===== src/rtl/arbitro_selector_if.sv =====
// arbitro_selector_if: request/select bundle between requesters and the arbiter.
//   solicitud1, solicitud2 : level-sensitive requests for mux inputs X and Y
//   selector[1:0]          : 01 selects X, 10 selects Y, 00 idle
//   cambio                 : one-cycle pulse on every selector change
//   ocupado                : high while selector is not 00
interface arbitro_selector_if;
    logic       solicitud1;
    logic       solicitud2;
    logic [1:0] selector;
    logic       cambio;
    logic       ocupado;
    modport master (output solicitud1, solicitud2, input selector, cambio, ocupado);
    modport slave  (input solicitud1, solicitud2, output selector, cambio, ocupado);
endinterface


===== src/rtl/arbitro_selector.sv =====
// arbitro_selector: two-input round-robin arbiter driving a 2:1 mux select with bounded turns.
//   reloj    : clock, all state updates on the rising edge
//   reinicio : synchronous active-high reset
//   bus      : slave side of arbitro_selector_if (requests in; selector, cambio, ocupado out)
module arbitro_selector #(
    parameter int TURNO_MAX = 8
) (
    input logic               reloj,
    input logic               reinicio,
    arbitro_selector_if.slave bus
);
    typedef enum logic [1:0] {
        REPOSO   = 2'b00,
        CONCEDE1 = 2'b01,
        CONCEDE2 = 2'b10
    } estado_t;

    localparam logic [7:0] TOPE = 8'(TURNO_MAX - 1);

    estado_t    estado, estado_sig;
    logic [7:0] contador;
    logic       ultimo;
    logic       cambio_q, ocupado_q;

    wire s1 = bus.solicitud1;
    wire s2 = bus.solicitud2;

    // ultimo: 0 = input 1 granted last, 1 = input 2 granted last
    always_comb begin
        estado_sig = estado;
        case (estado)
            REPOSO:   estado_sig = (s1 && s2) ? (ultimo ? CONCEDE1 : CONCEDE2) :
                                   s1 ? CONCEDE1 : s2 ? CONCEDE2 : REPOSO;
            CONCEDE1: estado_sig = !s1 ? (s2 ? CONCEDE2 : REPOSO) :
                                   (s2 && contador == TOPE) ? CONCEDE2 : CONCEDE1;
            CONCEDE2: estado_sig = !s2 ? (s1 ? CONCEDE1 : REPOSO) :
                                   (s1 && contador == TOPE) ? CONCEDE1 : CONCEDE2;
            default:  estado_sig = REPOSO;
        endcase
    end

    // selector is the state itself, so cambio/ocupado are computed from the
    // next state to stay aligned with it
    always_ff @(posedge reloj) begin
        if (reinicio) begin
            estado    <= REPOSO;
            cambio_q  <= 1'b0;
            ocupado_q <= 1'b0;
            contador  <= 8'd0;
            ultimo    <= 1'b1;
        end else begin
            estado    <= estado_sig;
            cambio_q  <= estado_sig != estado;
            ocupado_q <= estado_sig != REPOSO;
            if (estado_sig != REPOSO && estado_sig != estado) begin
                contador <= 8'd0;
                ultimo   <= estado_sig == CONCEDE2;
            end else if (estado_sig != REPOSO && contador != TOPE) begin
                contador <= contador + 8'd1;
            end
        end
    end

    assign bus.selector = estado;
    assign bus.cambio   = cambio_q;
    assign bus.ocupado  = ocupado_q;
endmodule


===== src/flat_wrapper.sv =====
// flat-port wrapper written by rule: the top's interface ports become plain ports
module arbitro_selector_flat 
#(
    parameter int TURNO_MAX = 8
)
  (reloj, reinicio, bus_solicitud1, bus_solicitud2, bus_selector, bus_cambio, bus_ocupado);
  arbitro_selector_if bus_i ();
  input logic reloj;
  input logic reinicio;
  input wire logic [$bits(bus_i.solicitud1)-1:0] bus_solicitud1;
  input wire logic [$bits(bus_i.solicitud2)-1:0] bus_solicitud2;
  output wire logic [$bits(bus_i.selector)-1:0] bus_selector;
  output wire logic [$bits(bus_i.cambio)-1:0] bus_cambio;
  output wire logic [$bits(bus_i.ocupado)-1:0] bus_ocupado;
  assign bus_i.solicitud1 = bus_solicitud1;
  assign bus_i.solicitud2 = bus_solicitud2;
  assign bus_selector = bus_i.selector;
  assign bus_cambio = bus_i.cambio;
  assign bus_ocupado = bus_i.ocupado;
  arbitro_selector #(.TURNO_MAX(TURNO_MAX)) u_core (.reloj(reloj), .reinicio(reinicio), .bus(bus_i));
endmodule

===== config.mk =====
export PLATFORM = sky130hd
export DESIGN_NAME = arbitro_selector_flat
export DESIGN_NICKNAME = d
export VERILOG_FILES = /design/src/rtl/arbitro_selector_if.sv /design/src/rtl/arbitro_selector.sv /design/src/flat_wrapper.sv
export SDC_FILE = /design/constraint.sdc
export NUM_CORES = 1
export LEC_CHECK = 0
export CORE_MARGIN = 2
export CORE_UTILIZATION = 52
export CTS_BUF_LIST = sky130_fd_sc_hd__clkbuf_8 sky130_fd_sc_hd__clkbuf_16
export DETAILED_ROUTE_END_ITERATION = 12
export PLACE_DENSITY = 0.75
export SYNTH_ARGS = -nofsm -noshare
export SYNTH_HDL_FRONTEND = slang
export SYNTH_SLANG_ARGS = --single-unit

===== constraint.sdc =====
create_clock -name reloj -period 2 [get_ports reloj]
set_clock_uncertainty 0.05 [all_clocks]
set_input_delay 0.4 -clock reloj [delete_from_list [all_inputs] [get_ports reloj]]
set_output_delay 0.4 -clock reloj [all_outputs]
set_load 0.02 [all_outputs]

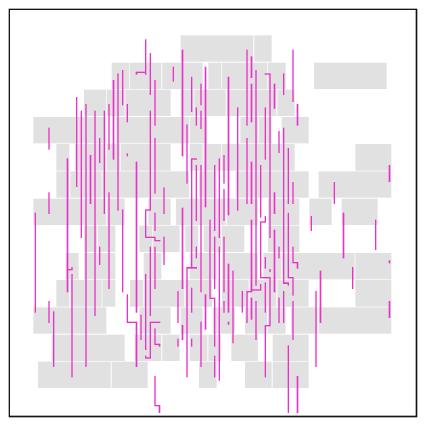
m2.png
(10 px per um) Cells faint in the background.
wire length on this layer = 699 um
nets with wire on the layer = 72
share of all routed wire = 48%
longest straight run = 26.2 um

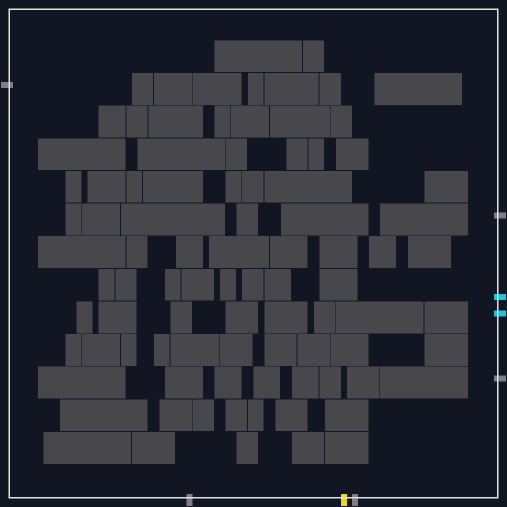
pinout.png
(12 px per um) Pins as bars across the die edge, other pins in gray.
cyan -> bus_selector  # pins 2, direction output, edge right
yellow -> bus_solicitud2  # pins 1, direction input, edge bottom
all pins by edge = 4 right, 3 bottom, 1 left
die y size: 40.58 um
Die Wd: 40.58 um

==> flow_summary.toml <==
# synthesis and place-and-route metrics
[flow_run]
drv_cap = 0

[final_layout]
fin_cells = 105
synthToLayoutAreaGrowth_pct = 19.78
design_area_sq_um = 833.3
nNetsFinal = 96
antenna_cells = 0

[yosys]
floorplan.nets = 85
numSynthFlops = 13
netlist_instances = 80
syn-cell-area_sq_um = 695.7
yosysChipArea_sq_um = 695.7
edf_count = 0
postSynthSeqShare_pct = 37.41
synthArstFlopShare_pct = 0
ys.flop_type = "dfxtp_1"

[clocking]
cts_resized = 0
clk_pin_slew_worst_paths_ns = 0.05
cts_setup_buffers = 0
hold_buffers = 0
worstSkewPairLatency_ns = 0.24
cts_root_buf = "clkbuf_8"
cts_buffers = 3
clkSinkCount = 13
cts-htree-levels = 1

[power_and_ir_drop]
power_frac_comb_pct = 14.4
p_switching_uw = 153.8
p_leak_nw = 0.2882
intPower_uw = 449.3
pwr-share-clk_pct = 38.2
p_sw_share_pct = 25.50

[critical_path]
start_kind = "flip-flop"
end_kind = "output port"
crit_buf_inv = 1
path_class = "reg -> out"
path_max_fanout = 11
cp_cell_sequence = "clkdlybuf4s50_1"
arrival_ns = 1.41
cp_slowest_cell = "clkdlybuf4s50_1"

[timing]
setup_violations = 0
max_freq_mhz = 536.3
slew_headroom_pct = 57.97
finalCritPeriodShare_pct = 93.24

[routing]
avgViaCountPerCell = 5.924

[worst_hold_path]
hp-class = "reg -> reg"

[floorplan]
io_pins = 8
coreArea_sq_um = 1269
fp_util_pct = 54.83
fp.dieArea_sq_um = 1646
rows = 13

[placement]
dpl.hpwl_um = 1006
placedInstanceArea_sq_um = 788.3
io_buffers = 7

[run_status]
status = "finished clean"

[grt]
overflow = 0
antenna_found_initial = 0
grt_pass1_wl_um = 2421
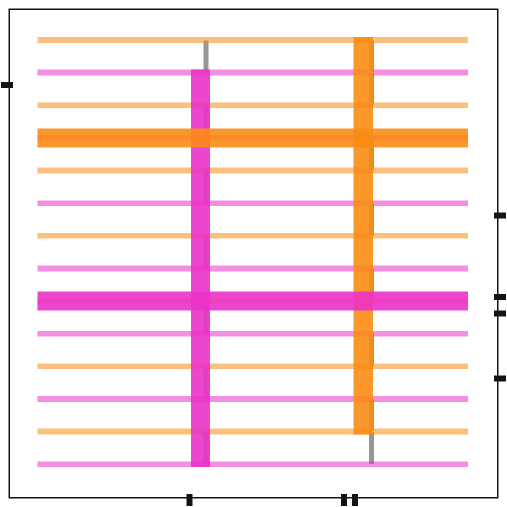
floorplan.png
(12 px per um) Pins as bars on the die edge. Tap cells in gray.
orange -> VDD
magenta -> VSS
signal pins = 8
met4 straps = 2
met5 straps = 2
tap cells = 15

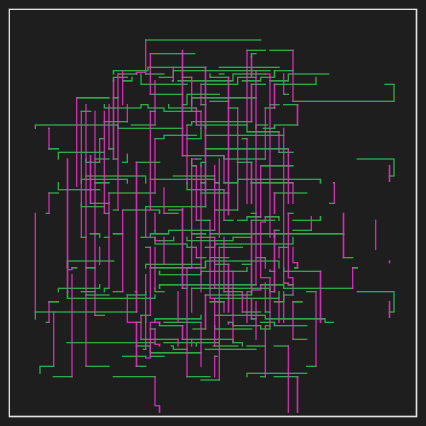
layers.png
(10 px per um) Two of the layers only.
green -> M1  # wire length 666 um
magenta -> M2  # wire length 699 um
GRT Total Usage: 22.83%
WL final: 1450 um
total number of vias: 622
routed len/inst: 13.81 um

==> sequential cells by signal, indices dropped and copies added, names as in the netlist <==
signal,count
u_core.bus.ocupado,1
u_core.bus.selector,2
u_core.ultimo,1
u_core.bus.cambio,1
u_core.contador,8
==> power groups by stage <==
| stage | clock (mW) | sequential, mW | combinational, mW |
|---|---|---|---|
| after floorplan | 0 | 0.293 | 0.0489 |
| after global placement | 0 | 0.290 | 0.0856 |
| after detailed placement | 0 | 0.291 | 0.0865 |
| after CTS | 0.235 | 0.285 | 0.0869 |
| after global routing | 0.245 | 0.288 | 0.0971 |
| final | 0.231 | 0.285 | 0.0870 |
==> Yosys cell counts (all sizes together), types with 2 or more instances <==
library cell | n | area, sq um
xnor2 | 5 | 43.79
nor3 | 4 | 20.02
inv | 2 | 7.510
a211oi | 2 | 15.01
nor4 | 2 | 12.51
nand2 | 6 | 22.52
clkbuf | 4 | 15.01
a21oi | 9 | 48.80
nor2 | 6 | 22.52
o21ai | 3 | 15.01
dfxtp | 13 | 260.3
a311oi | 3 | 26.28
nand3 | 3 | 15.01
==> per-stage QoR <==
step	util, %	hold slack, ns	power [mW]
after detailed placement	62.13	0.4545	0.3772
after global placement	62.13	0.4428	0.3760
after CTS	65.68	0.4634	0.6069
final	65.68	0.4593	0.6031
after floorplan	-	0.4205	0.3414
after global routing	65.68	0.5201	0.6300
==> routing by layer <==
layer | up-vias | GRT usage (%) | part of all wire, %
met1 | 282 | 30.00 | 46
met4 | 0 | 10.00 | 0.76
li1 | 323 | - | -
met3 | 2 | 6.667 | 5.1
met2 | 15 | 34.13 | 48
met5 | - | 0 | 0
==> worst reg2reg max path: cells and delay by family (launching register included) <==
family / cells / cell delay [ns]
adder cells (fa/ha/maj): 1 / 0.24
flip-flops: 1 / 0.37
AND/OR/NAND/NOR: 3 / 0.94
AND-OR/OR-AND: 1 / 0.12
==> cell type report <==
type	instances	area [sq um]
Fill cell	110	435.4
Sequential cell	13	260.3
Inverter	2	7.507
Tap cell	15	18.77
Clock buffer	3	41.29
Clock inverter	1	3.754
Timing Repair Buffer	11	100.1
Multi-Input combinational cell	60	401.6
==> kinds of logic (layout without fill, tap and decap cells) <==
family,count (synthesis),in the layout,share of synthesized area [%]
AND-OR/OR-AND,23,23,22.48
XOR/XNOR,5,5,6.295
adder cells (fa/ha/maj),1,1,1.798
buffers and inverters,7,17,4.856
flip-flops,13,13,37.41
AND/OR/NAND/NOR,31,31,27.16
==> worst paths after layout <==
path	from	to	slack (ns)	cells after the start
hold / removal	u_core.contador[1]	u_core.contador[1]	0.46	2
setup / recovery	u_core.bus.selector[1]	bus_selector[1]	0.14	1
setup reg to reg	u_core.contador[0]	u_core.bus.cambio	0.18	5
hold reg to reg	u_core.contador[1]	u_core.contador[1]	0.46	2
Power and IR drop assume default switching activity.
